### Cell classes on the final placement, run 1

Scale: 6 px per um.
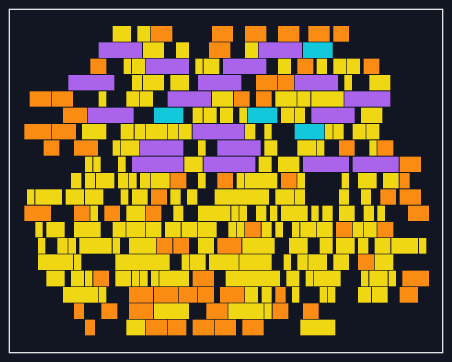
### Cell placement, run 1

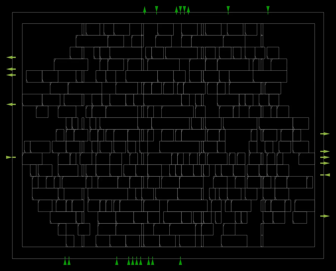
### M3 wires, run 1

Scale: 4 px per um. Cells faint in the background.
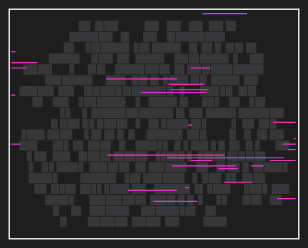
### Sizing map, run 1

Scale: 4 px per um.
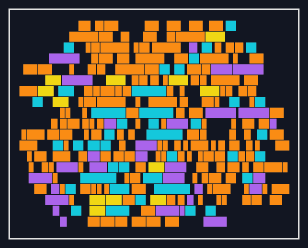
<file path="src/rtl/x2050_pkg.sv">
// Shared definitions for the 2050 stat datapath: micro-op codes and the
// IBM bit-order helper (bit 0 is the nibble MSB).
package x2050_pkg;

  localparam logic [2:0] STOP_NOP  = 3'd0;
  localparam logic [2:0] STOP_LOAD = 3'd1;
  localparam logic [2:0] STOP_OR   = 3'd2;
  localparam logic [2:0] STOP_CLR  = 3'd3;
  localparam logic [2:0] STOP_LDC  = 3'd4;
  localparam logic [2:0] STOP_ORC  = 3'd5;
  localparam logic [2:0] STOP_CCLR = 3'd6;
  localparam logic [2:0] STOP_XOR  = 3'd7;

  // IBM numbering: bit 0 lives in the MSB of the nibble.
  function automatic logic stat_bit(input logic [3:0] nib, input logic [1:0] ibm_bit);
    return nib[2'd3 - ibm_bit];
  endfunction

endpackage

</file>
<file path="src/rtl/x2050_stat_nib.sv">
// Next-state function of one 4-bit stat group; holds when not enabled.
module x2050_stat_nib
  import x2050_pkg::*;
(
  input  logic [2:0] op,
  input  logic [3:0] e,
  input  logic [3:0] cond,
  input  logic [3:0] cur,
  input  logic       en,
  output logic [3:0] nxt
);

  always_comb begin
    nxt = cur;
    if (en) begin
      case (op)
        STOP_LOAD: nxt = e;
        STOP_OR:   nxt = cur | e;
        STOP_CLR:  nxt = cur & ~e;
        STOP_LDC:  nxt = cond;
        STOP_ORC:  nxt = cur | cond;
        STOP_CCLR: nxt = stat_bit(cur, 2'd0) ? (cur & ~e) : cur;
        STOP_XOR:  nxt = cur ^ e;
        default:   nxt = cur;
      endcase
    end
  end

endmodule

</file>
<file path="src/rtl/x2050_stat_bank.sv">
// Stat register bank: NGRP nibble groups with group decode, single-deep
// snapshot/restore for instruction retry, and an illegal-request pulse.
module x2050_stat_bank
  import x2050_pkg::*;
#(
  parameter  int NGRP = 2,
  localparam int GW   = (NGRP > 1) ? $clog2(NGRP) : 1,
  localparam int W    = 4 * NGRP
) (
  input  logic          i_clk,
  input  logic          i_reset,
  input  logic          i_ros_advance,
  input  logic [2:0]    i_op,
  input  logic [GW-1:0] i_grp,
  input  logic [3:0]    i_e,
  input  logic [3:0]    i_cond,
  input  logic          i_snap,
  input  logic          i_restore,
  output logic [W-1:0]  o_stat,
  output logic [NGRP-1:0] o_any,
  output logic          o_snap_valid,
  output logic          o_err
);

  logic [W-1:0] stat_reg;
  logic [W-1:0] stat_next;
  logic [W-1:0] snap_reg;
  logic         snap_valid_reg;
  logic         err_reg;

  logic grp_ok;
  logic op_live;
  logic bad_grp;
  logic restore_go;
  logic bad_restore;

  assign grp_ok      = (32'(i_grp) < 32'(NGRP));
  assign op_live     = (i_op != STOP_NOP) && grp_ok;
  assign bad_grp     = (i_op != STOP_NOP) && !grp_ok;
  assign restore_go  = i_restore && snap_valid_reg;
  assign bad_restore = i_restore && !snap_valid_reg;

  // Group 0 occupies the top nibble of the bus.
  generate
    for (genvar gi = 0; gi < NGRP; gi++) begin : g_grp
      x2050_stat_nib u_nib (
        .op   (i_op),
        .e    (i_e),
        .cond (i_cond),
        .cur  (stat_reg[W-1-4*gi -: 4]),
        .en   (op_live && (32'(i_grp) == gi)),
        .nxt  (stat_next[W-1-4*gi -: 4])
      );
      assign o_any[gi] = |stat_reg[W-1-4*gi -: 4];
    end
  endgenerate

  always_ff @(posedge i_clk) begin
    if (i_reset) begin
      stat_reg       <= '0;
      snap_reg       <= '0;
      snap_valid_reg <= 1'b0;
      err_reg        <= 1'b0;
    end else if (!i_ros_advance) begin
      err_reg <= 1'b0;
    end else begin
      err_reg <= bad_grp || bad_restore;
      if (restore_go) begin
        // A successful restore consumes the snapshot and discards the op and any snap.
        stat_reg       <= snap_reg;
        snap_valid_reg <= 1'b0;
      end else begin
        stat_reg <= stat_next;
        if (i_snap) begin
          snap_reg       <= stat_reg;
          snap_valid_reg <= 1'b1;
        end
      end
    end
  end

  assign o_stat       = stat_reg;
  assign o_snap_valid = snap_valid_reg;
  assign o_err        = err_reg;

endmodule

</file>
<file path="config.mk">
export PLATFORM = sky130hd
export DESIGN_NAME = x2050_stat_bank
export DESIGN_NICKNAME = d
export VERILOG_FILES = /design/src/rtl/x2050_pkg.sv /design/src/rtl/x2050_stat_nib.sv /design/src/rtl/x2050_stat_bank.sv
export SDC_FILE = /design/constraint.sdc
export NUM_CORES = 1
export LEC_CHECK = 0
export ABC_AREA = 0
export CAP_MARGIN = 20
export CORE_AREA = 2 2 70 55
export CTS_CLUSTER_SIZE = 16
export DETAILED_ROUTE_END_ITERATION = 10
export DIE_AREA = 0 0 72 57
export MAX_ROUTING_LAYER = met4
export PLACE_DENSITY_LB_ADDON = 0.2
export SLEW_MARGIN = 5
export SYNTH_ARGS = -nofsm -noshare
export SYNTH_HDL_FRONTEND = slang
export SYNTH_HIERARCHICAL = 1
export SYNTH_SLANG_ARGS = --single-unit
</file>
<file path="constraint.sdc">
create_clock -name i_clk -period 1.5 [get_ports i_clk]
set_input_delay 0.15 -clock i_clk [delete_from_list [all_inputs] [get_ports i_clk]]
set_output_delay 0.15 -clock i_clk [all_outputs]
set_load 0.01 [all_outputs]
</file>
==> results.txt, run 1 <==
fresh numbers from the pnr run: Met3 Wirelength about 220 um, Final Instance Area between 2000 and 2500 um^2, final net count between 200 and 300, fill cell instance count of the final layout roughly 300, category of the critical setup timing path flop to flop, delay contributed by the slowest stage of the critical path roughly 0.36 ns, vias in the first global route roughly 1,500, drt initial violations about 110, maximum clock rate between 600 and 700 MHz, final number of hold-violating endpoints 0, run status finished with violations, routed via count divided by cell count 5.498, total number of yosys warnings 6, global-route wire length before repair 6989 um, instance tally after logic synthesis 203, Clock Latency Late Sink 0.25 ns, proportion of power drawn by the clock network 26.9%, startpoint type of the worst setup path flop, count of antenna diodes in the layout 0, topmost layer with routed signal wires met4, routability congestion estimate from global placement around 0.80, share of the synthesized area in the top cell type a little under a quarter, cycle use final 106.6%, slowest cell on the critical path dfxtp_4, final setup slack of the worst path -0.09834 ns, data required time of the critical path approximately 1.7 ns, Global Route met1 Usage a little under a third, root buffer cell clkbuf_8, violated checks setup timing, Syn Nets ~230, HPWL after detailed placement 2984 um, post-detailed-route wirelength per cell 14.49 um, CTS H-tree lvls 1, minimum clock period around 1.6 ns, Clock Path Buffers 2, Max VDD drop 576.1 uV, maximum number of pins on one net before global-route repair 27, crit path capture type flop, Area contributors post-synth dfxtp_1 (23%), nand2b_1 (8.4%), ha_1 (6.4%), busiest layer in global routing met1, commonest cells after routing, fill and taps aside buf_4 (29), nand2_1 (21), nand2b_1 (20), chip height 57 um, worst slew pin tran between 0.4 and 0.5 ns, final number of setup-violating endpoints 1, family with the most delay on the worst path AND-OR/OR-AND gates, CTS buffer count 3, CP Cell Sequence ha_4 > nand2b_4 > a311oi_2 > a311oi_2 > o21ai_1 > nand2_1 > a311oi_2, post-synthesis instance area between 1500 and 2000 um^2, total power consumption of the routed design around 1500 uW, Total Die Area a little over 4000 um^2, cell occurring most often along the worst timing path a311oi_2, Sw Share a little under a third, Met2 Wirelength 1921 um, static leakage power between 0.0009 and 0.001 uW, power density normalized to cell area around 640 nW/um^2, Port-buffer cells 28, CP Buf/Inv Count 0, Yosys Chip Area between 1500 and 2000 um^2
## Picture notes: 'Cell classes on the final placement'
colour	class	cells	share of their area
orange	other buffers and delay cells	65	26%
purple	flops	18	17%
cyan	clock drivers and dummy loads	4	2.5%
yellow	all other logic	172	55%

## Picture notes: 'Cell placement'
Core Region: 3495 um^2
sequential fraction of total cell area: 16.48%
Cell Count, Final, Fillers Out: 301
Flops: 18
well tap count: 42

## Picture notes: 'M3 wires'
main direction	horizontal
share of all routed wire	5.0%
longest straight run	29.0 um
wire length on this layer	217 um
Post-Route WL: 4361 um
via count of the routed design: 1,655
met3 track demand over resource: 4.417%

## Picture notes: 'Sizing map'
colour	size	cells	share	most used
yellow	drive 6 and up	12	4.6%	buf_6
purple	drive 2	29	11%	dfxtp_2
cyan	drive 3 to 4	40	15%	buf_4
orange	drive 1 or less	178	69%	nand2_1

run 1: worst paths after layout:
kind / cells after the start / slack (ns) / endpoint / from
worst max register to register: 7 / -0.1 / o_stat[3]$_SDFFE_PP0P_ / o_stat[3]$_SDFFE_PP0P_
worst min-delay path: 2 / 0.48 / snap_reg[6]$_SDFFE_PP0P_ / snap_reg[6]$_SDFFE_PP0P_
worst max-delay path: 7 / -0.1 / o_stat[3]$_SDFFE_PP0P_ / o_stat[3]$_SDFFE_PP0P_
worst min register to register: 2 / 0.48 / snap_reg[6]$_SDFFE_PP0P_ / snap_reg[6]$_SDFFE_PP0P_
run 1: worst reg2reg max path: stages (launching register included):
cell,delay [ns]
dfxtp_4,0.36
ha_4,0.20
nand2b_4,0.13
a311oi_2,0.25
a311oi_2,0.06
o21ai_1,0.15
nand2_1,0.07
a311oi_2,0.28
run 1: final cells by class:
type                       count  area, um^2  share of cell area, %
inverter                      15       56.30                  2.456
clock buffer                   4       55.05                  2.402
multi-input combinational    157        1179                  51.42
tap                           42       52.55                  2.293
sequential                    18       377.9                  16.48
timing repair buffer          65       571.8                  24.95
run 1: power groups by stage:
stage | Combinational [uW] | Sequential, uW | Clock (uW)
4_1_cts | 500 | 527 | 398
5_1_grt | 599 | 535 | 420
3_3_place_gp | 475 | 538 | 0
6_report | 545 | 531 | 396
2_1_floorplan | 253 | 550 | 0
3_5_place_dp | 478 | 537 | 0
run 1: synth_stat cells:
master	number
and3b_1	1
nor2_2	2
inv_2	1
o21ai_0	4
a221oi_1	5
nand3b_1	5
buf_2	5
nand2_1	21
or2_1	1
o21a_1	1
o21ai_2	2
or2_4	1
nor2b_1	2
o32ai_1	4
a32oi_1	2
inv_1	14
or4_1	2
a211oi_1	2
xnor2_2	1
or2b_1	2
clkbuf_1	1
a311oi_2	1
buf_6	4
a22oi_1	3
nor2_1	15
ha_1	8
o211ai_1	2
nand2_2	1
nand3_1	10
nor3_1	2
nand4b_1	1
o21ai_1	10
nand2b_1	21
dfxtp_1	18
a311oi_1	9
a221oi_2	1
a21oi_1	5
buf_4	3
xnor2_1	1
and3_1	1
mux2i_1	8
run 1: repair_timing:
action	4_1_cts	5_1_grt
setup buffers	5	1
pin swaps	12	20
gates resized	26	33
cloned	2	0
hold buffers	0	0
endpoints found under the setup margin	11	11
run 1: per-stage QoR:
stage | hold WS (ns) | setup TNS (ns) | std cells
floorplan | 0.3105 | -0.02187 | 203
global placement | 0.4603 | -3.090 | 289
detailed placement | 0.4676 | -3.206 | 289
CTS | 0.4771 | -0.09243 | 300
global route | 0.4907 | -0.4447 | 301
finish | 0.4757 | -0.09834 | 301
run 1: kinds of logic (layout without fill, tap and decap cells):
family	count (synthesis)	in the layout	share of synthesized area (%)
xor gates and xnor gates	2	2	1.604
adders and majority gates	8	8	6.416
DFF	18	18	23.10
buffers and inverters	28	84	9.782
muxes	8	8	5.133
and+or+nand+nor	88	88	29.75
AOI/OAI and AO/OA	51	51	24.22
### Wire density map, run 1

Scale: 4 px per um. The die is cut into 14 by 11 equal tiles; white is low, dark blue is high, scaled to the fullest tile. Values are wire area over tile area, all layers added.
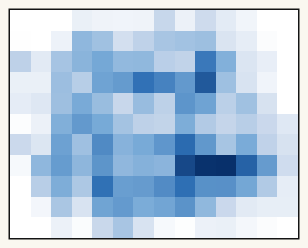

## Run 2: what changed since run 1
GPL_TIMING_DRIVEN = 0   (was not set)
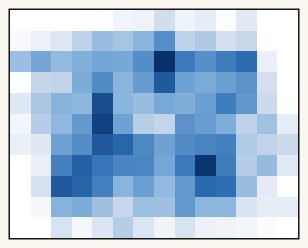
*Wire density map, run 2*
Scale: 4 px per um. The die is cut into 14 by 11 equal tiles; white is low, dark blue is high, scaled to the fullest tile. Values are wire area over tile area, all layers added.
tiles over half the peak	34%
mean over tiles	0.17
densest ninth of the die	centre

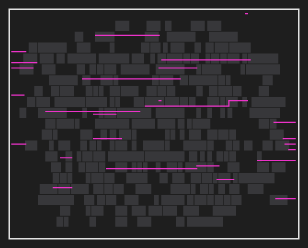
*M3 wires, run 2*
Scale: 4 px per um. Cells faint in the background.
share of all routed wire	5.1%
nets with wire on the layer	23
met3 track demand over resource: 4.240%
Post-Route WL: 4369 um
via count of the routed design: 1,603

==> run 2 against run 1 <==
  * The run still ends with setup timing left
  * Utilization fell by 5.2 points
  * Synthesized cell count did not move
  * Fmax rose by 1.0%
  * Die size did not move
  * Global-route usage rose by 0.23 points
  * Power fell by 6.7%
==> results.txt, run 2 <==
fresh numbers from the pnr run: top post-synthesis cells by count nand2_1 (21), nand2b_1 (21), dfxtp_1 (18), nor2_1 (15), inv_1 (14), Area contributors post-synth dfxtp_1 (23%), nand2b_1 (8.4%), ha_1 (6.4%), final setup slack of the worst path -0.08227 ns (+0.01607 ns), Cell Count Post-Placement 272 (-5.9%), Yosys Chip Area 1560 um^2 (unchanged), Syn Nets 228 (unchanged), static leakage power 0.0008216 uW (-14%), share of async-settable or async-resettable flops after synthesis 0% (unchanged), post-detailed-route wirelength per cell 15.49 um (+6.9%), count of antenna diodes in the layout 0 (unchanged), power density normalized to cell area 650.2 nW/um^2 (+1.2%), clock tree from TritonCTS built, Clock Path Buffers 2 (unchanged), Total Die Area 4104 um^2 (unchanged), most used flip-flop cell after synthesis dfxtp_1, cycle use final 105.5% (-1.1 points), post-route worst hold slack 0.2641 ns (-0.2116 ns), root buffer cell clkbuf_8, final number of setup-violating endpoints 2 (+1), final net count 266 (-6.7%), Port-buffer cells 27 (-3.6%), Place WS -0.7820 ns, maximum clock rate 632.0 MHz (+1.0%), relative area change from synthesis to final layout 35.37%, fill cell instance count of the final layout 325 (+8.0%), run status finished with violations, Max VDD drop 443.4 uV (-23%), Max-cap violations 0, maximum number of pins on one net before global-route repair 14 (-48%), routability congestion estimate from global placement 0.8476 (+6.0%), CTS H-tree lvls 1 (unchanged), Cell Count, Final, Fillers Out 282 (-6.3%), global-route wire length before repair 6775 um (-3.1%), HPWL after detailed placement 2933 um (-1.7%), crit path capture type flop, Core Region 3495 um^2 (unchanged), category of the critical setup timing path flop to flop, violated checks setup timing, minimum clock period 1.582 ns (-0.01607 ns), data required time of the critical path 1.66 ns (about the same), count of pins on the block boundary 29, EDFF count, synth 0 (unchanged), post-synthesis instance area 1560 um^2 (unchanged), vias in the first global route 1,398 (-6.6%), share of the synthesized area in the top cell type 23.10% (unchanged), final number of hold-violating endpoints 0 (unchanged), drt initial violations 94 (-15%), post-route setup TNS -0.1586 ns (-0.06028 ns), routed via count divided by cell count 5.684 (+3.4%), number of iterations in the first detailed-routing pass 4, startpoint type of the worst setup path flop, CTS buffer count 3 (unchanged), Clock Latency Late Sink 0.26 ns (about the same), instance tally after logic synthesis 203 (unchanged), chip height 57 um (unchanged), worst slew pin tran 0.3452 ns (-0.1487 ns), total number of yosys warnings 6 (unchanged), commonest cells after routing, fill and taps aside nand2_1 (21), nand2b_1 (20), clkdlybuf4s50_1 (17)
run 2: where the power goes:
| part | switching (uW) | internal [uW] |
|---|---|---|
| registers | 34.8 | 504 |
| clock network | 162 | 189 |
| logic | 251 | 233 |
| total | 447 | 926 |
run 2: final timing paths:
check | start | to | slack, ns | cells after the start
setup / recovery | o_stat[3]$_SDFFE_PP0P_ | o_stat[3]$_SDFFE_PP0P_ | -0.08 | 7
hold / removal | i_ros_advance | o_stat[7]$_SDFFE_PP0P_ | 0.26 | 3
setup reg to reg | o_stat[3]$_SDFFE_PP0P_ | o_stat[3]$_SDFFE_PP0P_ | -0.08 | 7
hold reg to reg | snap_reg[0]$_SDFFE_PP0P_ | snap_reg[0]$_SDFFE_PP0P_ | 0.48 | 2
run 2: critical path: stages, from the launching register on:
cell	delay, ns
dfxtp_4	0.36
ha_4	0.20
nand2b_4	0.13
a311oi_2	0.25
a311oi_1	0.08
o21ai_1	0.15
nand2_1	0.06
a311oi_1	0.25
run 2: per-layer routing:
layer	wire length, um	part of all wire, %	GRT usage (%)
met1	2155	49	32.35
met2	1953	45	30.16
met3	222	5.1	4.240
met4	38	0.87	6.199
met5	0	0	-
run 2: area by class of cell:
class | count | area (um^2) | share of cell area (%)
Buffer | 13 | 98.84 | 4.680
Inverter | 15 | 56.30 | 2.666
Clock buffer | 4 | 45.04 | 2.133
Tap cell | 42 | 52.55 | 2.488
Timing Repair Buffer | 33 | 287.8 | 13.63
Sequential cell | 18 | 380.4 | 18.01
Multi-Input combinational cell | 157 | 1191 | 56.40
run 2: what timing repair did:
item | CTS | global route
hold buffers | 0 | 0
buffers inserted | 6 | 0
endpoints found under the setup margin | 10 | 10
pin swaps | 11 | 13
resized | 35 | 20
run 2: cell families after synthesis:
group / count (synthesis) / synth area share (%)
simple gates: 88 / 29.75
mux: 8 / 5.133
flops: 18 / 23.10
fa+ha+maj: 8 / 6.416
buf+inv: 28 / 9.782
compound gates: 51 / 24.22
xor+xnor: 2 / 1.604
run 2: through the flow:
stage / cell area, um^2 / power, uW
after floorplan: 1567 / 802.8
after global placement: 1889 / 973.9
after detailed placement: 1889 / 977.2
after CTS: 2039 / 1346
after global routing: 2112 / 1445
final: 2112 / 1373
### Cell placement, run 2

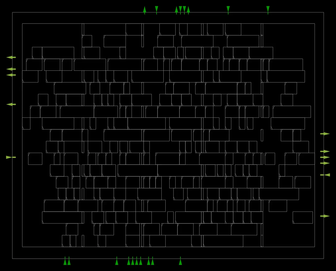

## Run 3: what changed since run 2
PLACE_DENSITY_LB_ADDON = 0.05   (was 0.2)
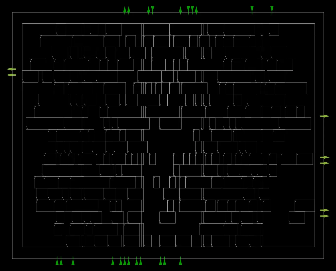
*Cell placement, run 3*
fill cell instance count of the final layout: 313
sequential fraction of total cell area: 17.97%
site row count: 19
final cell utilization of the core: 60.58%
Cell Count, Final, Fillers Out: 280

==> run 3 against run 2 <==
  * The run still ends with setup timing left
  * Critical endpoint unchanged
  * Synthesized area is the same
  * Fmax grew 2.7%
  * Cell area grew 0.24%
  * Non-clock buffer count shrank 2
  * Sequential share of layout area is essentially flat
==> results.txt, run 3 <==
fresh numbers from the pnr run: category of the critical setup timing path flop to flop, run status finished with violations, EDFF count, synth 0 (unchanged), maximum clock rate 649.1 MHz (+2.7%), CTS buffer count 3 (unchanged), count of antenna diodes in the layout 0 (unchanged), HPWL after detailed placement 3199 um (+9.1%), Area contributors post-synth dfxtp_1 (23%), nand2b_1 (8.4%), ha_1 (6.4%), crit path capture type flop, chip height 57 um (unchanged), vias in the first global route 1,615 (+16%), total number of yosys warnings 6 (unchanged), relative slew slack between 70% and 80%, drt initial violations 125 (+33%), Total Die Area 4104 um^2 (unchanged), Clock Latency Late Sink 0.26 ns (about the same), Comb pwr share 34.3% (-0.9 points), share of the yosys chip area belonging to registers ~23%, minimum clock period 1.540 ns (-0.04178 ns), final number of setup-violating endpoints 1 (-1), cycle use final 102.7% (-2.8 points), largest fanout on the critical path 2, proportion of power drawn by the clock network 28.2% (+2.7 points), Max-cap violations 0 (unchanged), routability congestion estimate from global placement 0.8754 (+3.3%), number of iterations in the first detailed-routing pass 4 (unchanged), final net count 264 (-0.75%), relative contribution of sequential cells to total power 37.5% (-1.7 points), violated checks setup timing, top post-synthesis cells by count nand2_1 (21), nand2b_1 (21), dfxtp_1 (18), nor2_1 (15), inv_1 (14), via count of the routed design 1,659 (+3.5%), Post-Route WL 4656 um (+6.6%), post-route worst hold slack 0.2595 ns (-0.004581 ns), final number of hold-violating endpoints 0 (unchanged), Syn Nets 228 (unchanged), CTS Hold Buffers Added 0 (unchanged), Max VDD drop 531.0 uV (+20%), number of register bits inferred by synthesis 18, worst reg2reg startpoint o_stat[3]$_SDFFE_PP0P_, Port-buffer cells 27 (unchanged), Yosys Chip Area 1560 um^2 (unchanged), instance tally after logic synthesis 203 (unchanged), end point of the critical path o_stat[3]$_SDFFE_PP0P_, launching element of the worst setup path o_stat[3]$_SDFFE_PP0P_, crit path DAT around 1.7 ns, final setup slack of the worst path -0.04048 ns (+0.04178 ns), Clock Sink Count 18, Core Region 3495 um^2 (unchanged), data required time of the critical path 1.66 ns (about the same), static leakage power 0.0008232 uW (+0.19%), R2R setup slack -0.04 ns (+0.04 ns), number of antenna violations at the first check in global routing 0, maximum number of pins on one net before global-route repair 14 (unchanged), post-detailed-route count of antenna-violating nets 0, fraction of final layout cells with drive strength greater than 1 between 20% and 30%, post-detailed-route wirelength per cell 16.63 um (+7.3%), Pins Over Slew Limit 0, most used flip-flop cell after synthesis dfxtp_1, Internal Dissipation 970.0 uW (+4.8%), Clock Path Buffers 2 (unchanged), cells on worst reg2reg path 7 (unchanged), share of async-settable or async-resettable flops after synthesis 0% (unchanged), commonest cells after routing, fill and taps aside nand2_1 (21), nand2b_1 (20), clkdlybuf4s50_1 (17), global-route wire length before repair 7631 um (+13%), routed via count divided by cell count 5.925 (+4.2%), die width slightly above 70 um, power density normalized to cell area 677.0 nW/um^2 (+4.1%), Pre-Place Util between 40% and 50%, Sw Share 32.32% (-0.26 points), clock tree from TritonCTS built, startpoint type of the worst setup path flop, highest-count logic cell in the final layout nand2_1, placed inst area 1889 um^2 (unchanged), worst slew pin tran 0.3278 ns (-0.01744 ns), final clock skew 0.004657 ns, net switching power of the design 463.3 uW (+3.5%), CTS H-tree lvls 1 (unchanged), count of pins on the block boundary 29 (unchanged), detailed-route DRC error count 0, share of the synthesized area in the top cell type 23.10% (unchanged), root buffer cell clkbuf_8, post-synthesis instance area 1560 um^2 (unchanged), worst hold path class input pin to flop, Reg-to-Reg End o_stat[3]$_SDFFE_PP0P_
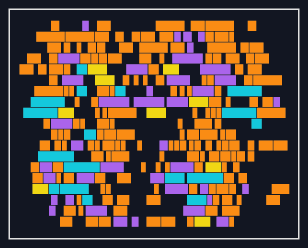
*Sizing map, run 3*
Scale: 4 px per um.
colour	size	cells	share	most used
orange	drive 1 or less	173	73%	nand2_1
yellow	drive 6 and up	9	3.8%	buf_6
purple	drive 2	39	16%	buf_2
cyan	drive 3 to 4	17	7.1%	buf_4
relative area change from synthesis to final layout: 35.69%
buffer count excluding the clock tree in the final layout: 44
Final Instance Area: 2117 um^2
final setup slack of the worst path: -0.04048 ns

-- run 3: layout make-up --
| cell class | count | area (um^2) | area share (%) |
|---|---|---|---|
| Multi-Input combinational cell | 157 | 1199 | 56.62 |
| Tap cell | 42 | 52.55 | 2.482 |
| Sequential cell | 18 | 380.4 | 17.97 |
| Buffer | 13 | 96.34 | 4.551 |
| Inverter | 15 | 56.30 | 2.660 |
| Clock buffer | 4 | 55.05 | 2.600 |
| Timing Repair Buffer | 31 | 277.8 | 13.12 |
-- run 3: worst max-delay path, cell delays in order, from the launching register on --
cell      delay (ns)
dfxtp_4         0.36
ha_4            0.20
nand2b_4        0.13
a311oi_2        0.22
a311oi_1        0.09
o21ai_1         0.15
nand2_1         0.06
a311oi_1        0.24
-- run 3: metal layers --
layer,up-vias,routed length (um),GRT usage (%),part of all wire (%)
met2,56,2234,36.90,48
li1,806,-,-,-
met3,8,211,4.064,4.5
met4,0,63,7.817,1.4
met5,-,0,-,0
met1,789,2148,32.17,46
-- run 3: worst min-delay path by stage --
stage	end	slack, ns	cells past startpoint	start
4_1_cts	o_stat[3]$_SDFFE_PP0P_	0.26	3	i_ros_advance
2_1_floorplan	o_snap_valid$_SDFFE_PP0P_	0.31	2	i_snap
3_3_place_gp	snap_reg[6]$_SDFFE_PP0P_	0.46	2	snap_reg[6]$_SDFFE_PP0P_
3_5_place_dp	snap_reg[4]$_SDFFE_PP0P_	0.47	2	snap_reg[4]$_SDFFE_PP0P_
6_report	o_stat[3]$_SDFFE_PP0P_	0.26	3	i_ros_advance
5_1_grt	o_stat[3]$_SDFFE_PP0P_	0.26	3	i_ros_advance
-- run 3: what timing repair did --
| item | CTS | global route |
|---|---|---|
| setup endpoints to repair | 11 | 9 |
| setup buffers | 4 | 0 |
| gates resized | 37 | 22 |
| pin swaps | 10 | 13 |
-- run 3: through the flow --
step / setup TNS (ns) / std cells / util (%) / worst slack, ns / power (uW)
2_1_floorplan: -0.02187 / 203 / - / -0.02187 / 802.8
3_3_place_gp: -5.699 / 272 / 54.06 / -0.7663 / 961.5
3_5_place_dp: -6.173 / 272 / 54.06 / -0.8204 / 979.6
4_1_cts: -0.1242 / 280 / 57.75 / -0.08791 / 1395
5_1_grt: -0.4235 / 280 / 60.58 / -0.1118 / 1504
6_report: -0.04048 / 280 / 60.58 / -0.04048 / 1433
-- run 3: cells by family after synthesis --
kind of cell,Yosys count,synth area share [%]
DFF,18,23.10
AOI/OAI and AO/OA,51,24.22
muxes,8,5.133
xor gates and xnor gates,2,1.604
buffers and inverters,28,9.782
and+or+nand+nor,88,29.75
adders and majority gates,8,6.416
-- run 3: power groups by stage --
stage / logic (uW) / clock network (uW) / registers [uW]
2_1_floorplan: 253 / 0 / 550
3_3_place_gp: 410 / 0 / 552
3_5_place_dp: 426 / 0 / 554
4_1_cts: 449 / 409 / 538
5_1_grt: 534 / 428 / 542
6_report: 492 / 404 / 538
Power is estimated from default activity; no workload was simulated.
